### Routed metal per tile, run 1

The bar under the picture is 20 µm long. The die is cut into 22 by 31 equal tiles; dark blue is low, red is high, scaled to the fullest tile. Values are wire area over tile area, all layers added.
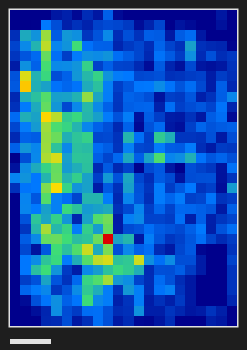
### Placed cells, one color a class, run 1

Fill, decap, tap and diode cells in gray.
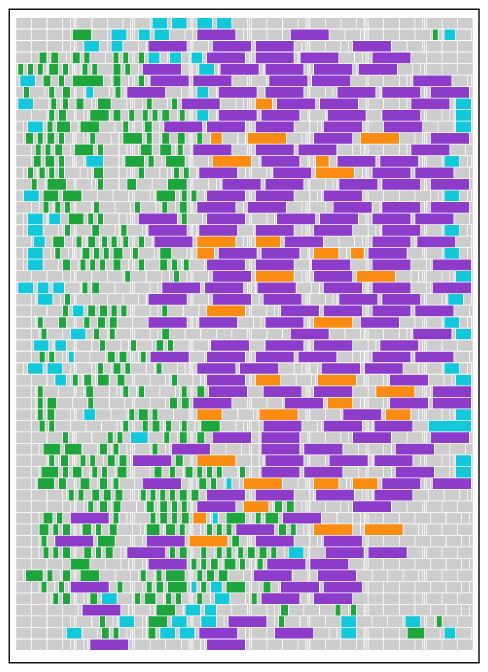
### Signal wires on met1, run 1

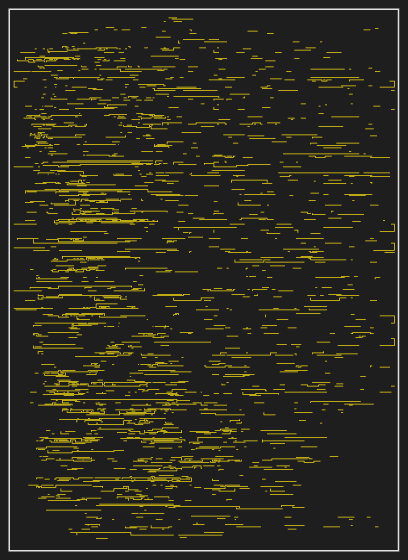
===== src/rtl/ntt_btf_sched.sv =====
// Butterfly scheduler: walks one shared butterfly through all LOGN stages of
// an in-place NTT (CT/DIT) or INTT (GS/DIF). It generates the read and twiddle
// addresses and replays each read pair as a write pair L cycles later.
// Between stages it waits in a drain state, so every write of a stage is
// issued before the first read of the next stage.
//
//   state | meaning
//   IDLE  | waiting for start; fault_flag holds the last result
//   RUN   | one butterfly read per cycle, index i = 0..N/2-1
//   DRAIN | no reads; waits L cycles for the stage's write-backs to finish
//   DONE  | one-cycle completion pulse
module ntt_btf_sched #(
  parameter int LOGN    = 8,
  parameter int MEM_LAT = 1,
  parameter int BTF_LAT = 9
) (
  input  logic            clk,
  input  logic            rst,
  input  logic            start,
  input  logic            inv,
  output logic            busy,
  output logic            done,
  output logic            fault_flag,
  output logic            rd_en,
  output logic [LOGN-1:0] rd_addr_a,
  output logic [LOGN-1:0] rd_addr_b,
  output logic [LOGN-1:0] tw_addr,
  output logic [1:0]      btf_op,
  output logic            btf_sel_dit,
  output logic            btf_en_div2,
  input  logic            btf_fault,
  output logic            wr_en,
  output logic [LOGN-1:0] wr_addr_a,
  output logic [LOGN-1:0] wr_addr_b
);

  localparam int L  = MEM_LAT + BTF_LAT;
  localparam int SW = (LOGN > 1) ? $clog2(LOGN) : 1;
  localparam int IW = LOGN - 1;
  localparam int CW = $clog2(L + 1);
  localparam int DW = 1 + 2 * LOGN;

  localparam logic [SW-1:0] S_LAST = SW'(LOGN - 1);
  localparam logic [IW-1:0] I_LAST = '1;
  localparam logic [CW-1:0] CNT_L  = CW'(L);
  localparam logic [CW-1:0] CNT_1  = CW'(1);

  typedef enum logic [1:0] {
    IDLE  = 2'd0,
    RUN   = 2'd1,
    DRAIN = 2'd2,
    DONE  = 2'd3
  } state_t;

  state_t              state_q, state_d;
  logic [SW-1:0]       s_q, s_d;
  logic [IW-1:0]       i_q, i_d;
  logic [CW-1:0]       cnt_q, cnt_d;
  logic                fault_q, fault_d;
  logic                sel_dit_q, sel_dit_d;
  logic                en_div2_q, en_div2_d;
  logic [L-1:0][DW-1:0] dl_q, dl_d;

  logic [SW-1:0]   lh;
  logic [LOGN-1:0] i_ext, h, g, j, addr_a, addr_b, tw;

  // State, counters, mode latches and write-back delay line.
  always_ff @(posedge clk or posedge rst) begin
    if (rst) begin
      state_q   <= IDLE;
      s_q       <= '0;
      i_q       <= '0;
      cnt_q     <= '0;
      fault_q   <= 1'b0;
      sel_dit_q <= 1'b0;
      en_div2_q <= 1'b0;
      dl_q      <= '0;
    end else begin
      state_q   <= state_d;
      s_q       <= s_d;
      i_q       <= i_d;
      cnt_q     <= cnt_d;
      fault_q   <= fault_d;
      sel_dit_q <= sel_dit_d;
      en_div2_q <= en_div2_d;
      dl_q      <= dl_d;
    end
  end

  // Next-state logic: stage/index sequencing and the inter-stage drain barrier.
  always_comb begin
    state_d   = state_q;
    s_d       = s_q;
    i_d       = i_q;
    cnt_d     = cnt_q;
    fault_d   = fault_q | (wr_en & btf_fault);
    sel_dit_d = sel_dit_q;
    en_div2_d = en_div2_q;
    unique case (state_q)
      IDLE: begin
        if (start) begin
          state_d   = RUN;
          s_d       = '0;
          i_d       = '0;
          fault_d   = 1'b0;
          sel_dit_d = ~inv;
          en_div2_d = inv;
        end
      end
      RUN: begin
        // i wraps back to 0 on the last butterfly, ready for the next stage.
        i_d = i_q + 1'b1;
        if (i_q == I_LAST) begin
          state_d = DRAIN;
          cnt_d   = CNT_L;
        end
      end
      DRAIN: begin
        cnt_d = cnt_q - 1'b1;
        if (cnt_q == CNT_1) begin
          if (s_q == S_LAST) begin
            state_d = DONE;
          end else begin
            s_d     = s_q + 1'b1;
            state_d = RUN;
          end
        end
      end
      DONE: begin
        state_d = IDLE;
      end
      default: begin
        state_d = IDLE;
      end
    endcase
  end

  // Address generation. The half-span h is a power of two, so i/h and i%h
  // reduce to a shift and a mask by lh = log2(h). The twiddle base is
  // 1 << (LOGN-1-lh) in both directions.
  always_comb begin
    lh     = en_div2_q ? s_q : (S_LAST - s_q);
    i_ext  = {1'b0, i_q};
    h      = LOGN'(1) << lh;
    g      = i_ext >> lh;
    j      = i_ext & (h - LOGN'(1));
    addr_a = ((g << lh) << 1) | j;
    addr_b = addr_a + h;
    tw     = (LOGN'(1) << (S_LAST - lh)) + g;
  end

  // Outputs: addresses are zeroed outside RUN so the delay line only carries
  // live pairs.
  always_comb begin
    rd_en       = (state_q == RUN);
    rd_addr_a   = rd_en ? addr_a : '0;
    rd_addr_b   = rd_en ? addr_b : '0;
    tw_addr     = rd_en ? tw : '0;
    busy        = (state_q == RUN) || (state_q == DRAIN);
    done        = (state_q == DONE);
    fault_flag  = fault_q;
    btf_op      = 2'd0;
    btf_sel_dit = sel_dit_q;
    btf_en_div2 = en_div2_q;
    {wr_en, wr_addr_a, wr_addr_b} = dl_q[L-1];
  end

  // Write-back delay line: each read pair re-emerges as its write pair L cycles later.
  always_comb begin
    dl_d    = dl_q;
    dl_d[0] = {rd_en, rd_addr_a, rd_addr_b};
    for (int k = 1; k < L; k++) begin
      dl_d[k] = dl_q[k-1];
    end
  end

endmodule


===== config.mk =====
export PLATFORM = sky130hd
export DESIGN_NAME = ntt_btf_sched
export DESIGN_NICKNAME = d
export VERILOG_FILES = /design/src/rtl/ntt_btf_sched.sv
export SDC_FILE = /design/constraint.sdc
export NUM_CORES = 1
export LEC_CHECK = 0
export ABC_AREA = 1
export CELL_PAD_IN_SITES_DETAIL_PLACEMENT = 1
export CELL_PAD_IN_SITES_GLOBAL_PLACEMENT = 1
export CORE_ASPECT_RATIO = 1.4
export CORE_MARGIN = 1
export CORE_UTILIZATION = 40
export CTS_CLUSTER_SIZE = 28
export DETAILED_ROUTE_END_ITERATION = 7
export GPL_TIMING_DRIVEN = 0
export PLACE_DENSITY = 0.73
export SYNTH_ARGS = -nofsm -noshare
export SYNTH_HDL_FRONTEND = slang
export SYNTH_SLANG_ARGS = --single-unit

===== constraint.sdc =====
create_clock -name clk -period 9.56 [get_ports clk]
set_input_delay 1.912 -clock clk [delete_from_list [all_inputs] [get_ports clk]]
set_output_delay 1.912 -clock clk [all_outputs]
set_load 0.005 [all_outputs]

==> results.ini, run 1 <==
[sta]
rsz0062_at_grt=no
tightestPinTransition_ns=0.650
fin_tns_setup_ns=0
hold_viol_final=0
finalSetupViolCount=0
min_period_ns=6.20

[setup_path]
crit_type=reg2out
critPathSlowestCell=dfrtp_1
path_delay_family=simple AND/OR/NAND/NOR gates
rrSetupSlack_ns=6.17
critical_path.startpoint=btf_en_div2$_DFFE_PP0P_
cp_num_buf_inv=4
cp_data_arrival_time_ns=4.29
worstSetupEndpointType=output pin
rr_worst_depth=21

[synthesis]
top_logic_kind=simple AND/OR/NAND/NOR gates
yosys.area.top_type_share=0.716
most_common_cell=dfrtp_1
ys_seq_share=0.716
avgSynthCellArea_um2=12.1
ys_cells=548
synthAoiAreaFrac=0.0435
ys.warnings.count=0

[hold_path]
min_path_cells=0
hold_end=dl_d[88]$_DFF_PP0_

[clocking]
postCtsSetupRepairBufs=0
cts_max_path_buffers=2
insertion_delay_ns=0.43
cts_root_buf=clkbuf_16
post_cts_resize_count=0

[power]
combinationalPowerShare=0.341
p_total_mw=2.78
powerClk_mw=0.710
power_combinational_mw=0.948

[route]
highest_layer=met4
dr_wl_met2_mm=7.43
wl_met1_mm=5.01
drc=0

[global_route]
top_usage_layer=met2
grt_pass1_wl_mm=21.9
met3_usage=0.0430

[final_layout]
num-clock-buffers=17
final_common_cell=dfrtp_1
antenna_cells=0
regArea_um2=4730

[placement]
place_area_um2=7410
dp_slack_ns=3.78
place.gp.congestion=0.845
io_buffers=51

[die]
fp.dieH_um=154
chipArea_um2=17000

[run_status]
status=finished, final reports clean

## Picture notes: 'Routed metal per tile'
- tiles over half the peak: 6.5%
- emptiest ninth of the die: south-east
- densest ninth of the die: west
- fullest tile: 0.56
Vias: 3998
GRT Total Usage: 0.168
WL final: 13.1 mm
WL/cell: 15.7 µm

## Picture notes: 'Placed cells, one color a class'
- clock drivers and dummy loads: orange (cells 32; share of their area 8.1%)
- combinational and other logic: green (cells 335; share of their area 22%)
- sequential cells: purple (cells 189; share of their area 61%)
- remaining buffers and delay cells: cyan (cells 78; share of their area 9.3%)
cell row count: 55
Seq/total area: 0.588
final instance area: 8040 µm²
fin util: 0.497
CORE AREA: 16200 µm²

## Picture notes: 'Signal wires on met1'
- share of all routed wire: 38%
- wire length on this layer: 5010 µm
- main direction: horizontal
- nets with wire on the layer: 602

==> run 2, diff against run 1 <==
==> constraint.sdc (replaced) <==
create_clock -name clk -period 6.38 [get_ports clk]
set_input_delay 1.276 -clock clk [delete_from_list [all_inputs] [get_ports clk]]
set_output_delay 1.276 -clock clk [all_outputs]
set_load 0.005 [all_outputs]
### Routed metal per tile, run 2

The bar under the picture is 20 µm long. The die is cut into 22 by 31 equal tiles; dark blue is low, red is high, scaled to the fullest tile. Values are wire area over tile area, all layers added.
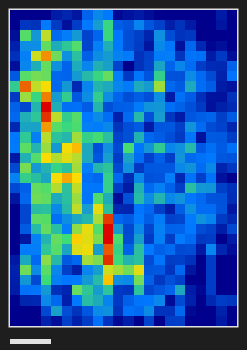
- nearly empty tiles: 9.1%
- tiles over half the peak: 13%
- fullest tile: 0.48

==> run 2 against run 1 <==
  * Sequential cell count stayed put
  * Register-to-register slack worse by 3.2 ns
  * Synthesized cell count did not move
==> results.ini, run 2 <==
[synthesis]
most_common_cell=dfrtp_1
ys.warnings.count=0
ys_seq_share=0.716
top_logic_kind=simple AND/OR/NAND/NOR gates

[route]
drc=0
dr_wl_met2_mm=7.60
highest_layer=met4
wl_met1_mm=5.46

[setup_path]
rr_worst_depth=21
path_delay_family=simple AND/OR/NAND/NOR gates
worstSetupEndpointType=output pin
rrSetupSlack_ns=2.93
crit_type=reg2out
cp_num_buf_inv=4

[global_route]
track_usage=0.174
met3_usage=0.0390

[clocking]
insertion_delay_ns=0.42
post_cts_resize_count=0
cts_root_buf=clkbuf_16
postCtsSetupRepairBufs=0

[die]
chipArea_um2=17000
fp.coreArea_um2=16200
rows=55

[sta]
rsz0062_at_grt=no
finalSetupViolCount=0
hold_viol_final=0
min_period_ns=5.62
fin_tns_setup_ns=0

[power]
power_combinational_mw=1.42
powerClk_mw=1.07

[final_layout]
regArea_um2=4730
fin_area_um2=8090
fin_util=0.500
final_common_cell=dfrtp_1
num-clock-buffers=17

[run_status]
status=finished, final reports clean

[hold_path]
hold_end=dl_d[47]$_DFF_PP0_

[placement]
dp_slack_ns=1.22

### The metal 3 layer, run 2

The bar under the picture is 20 µm long.
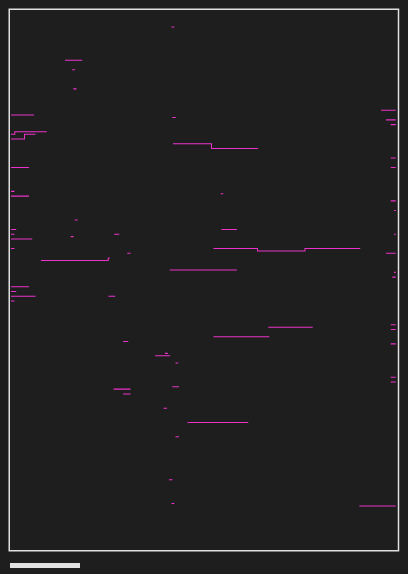
- wire length on this layer: 270 µm
- longest straight run: 19.1 µm
- share of all routed wire: 2.0%
- main direction: horizontal

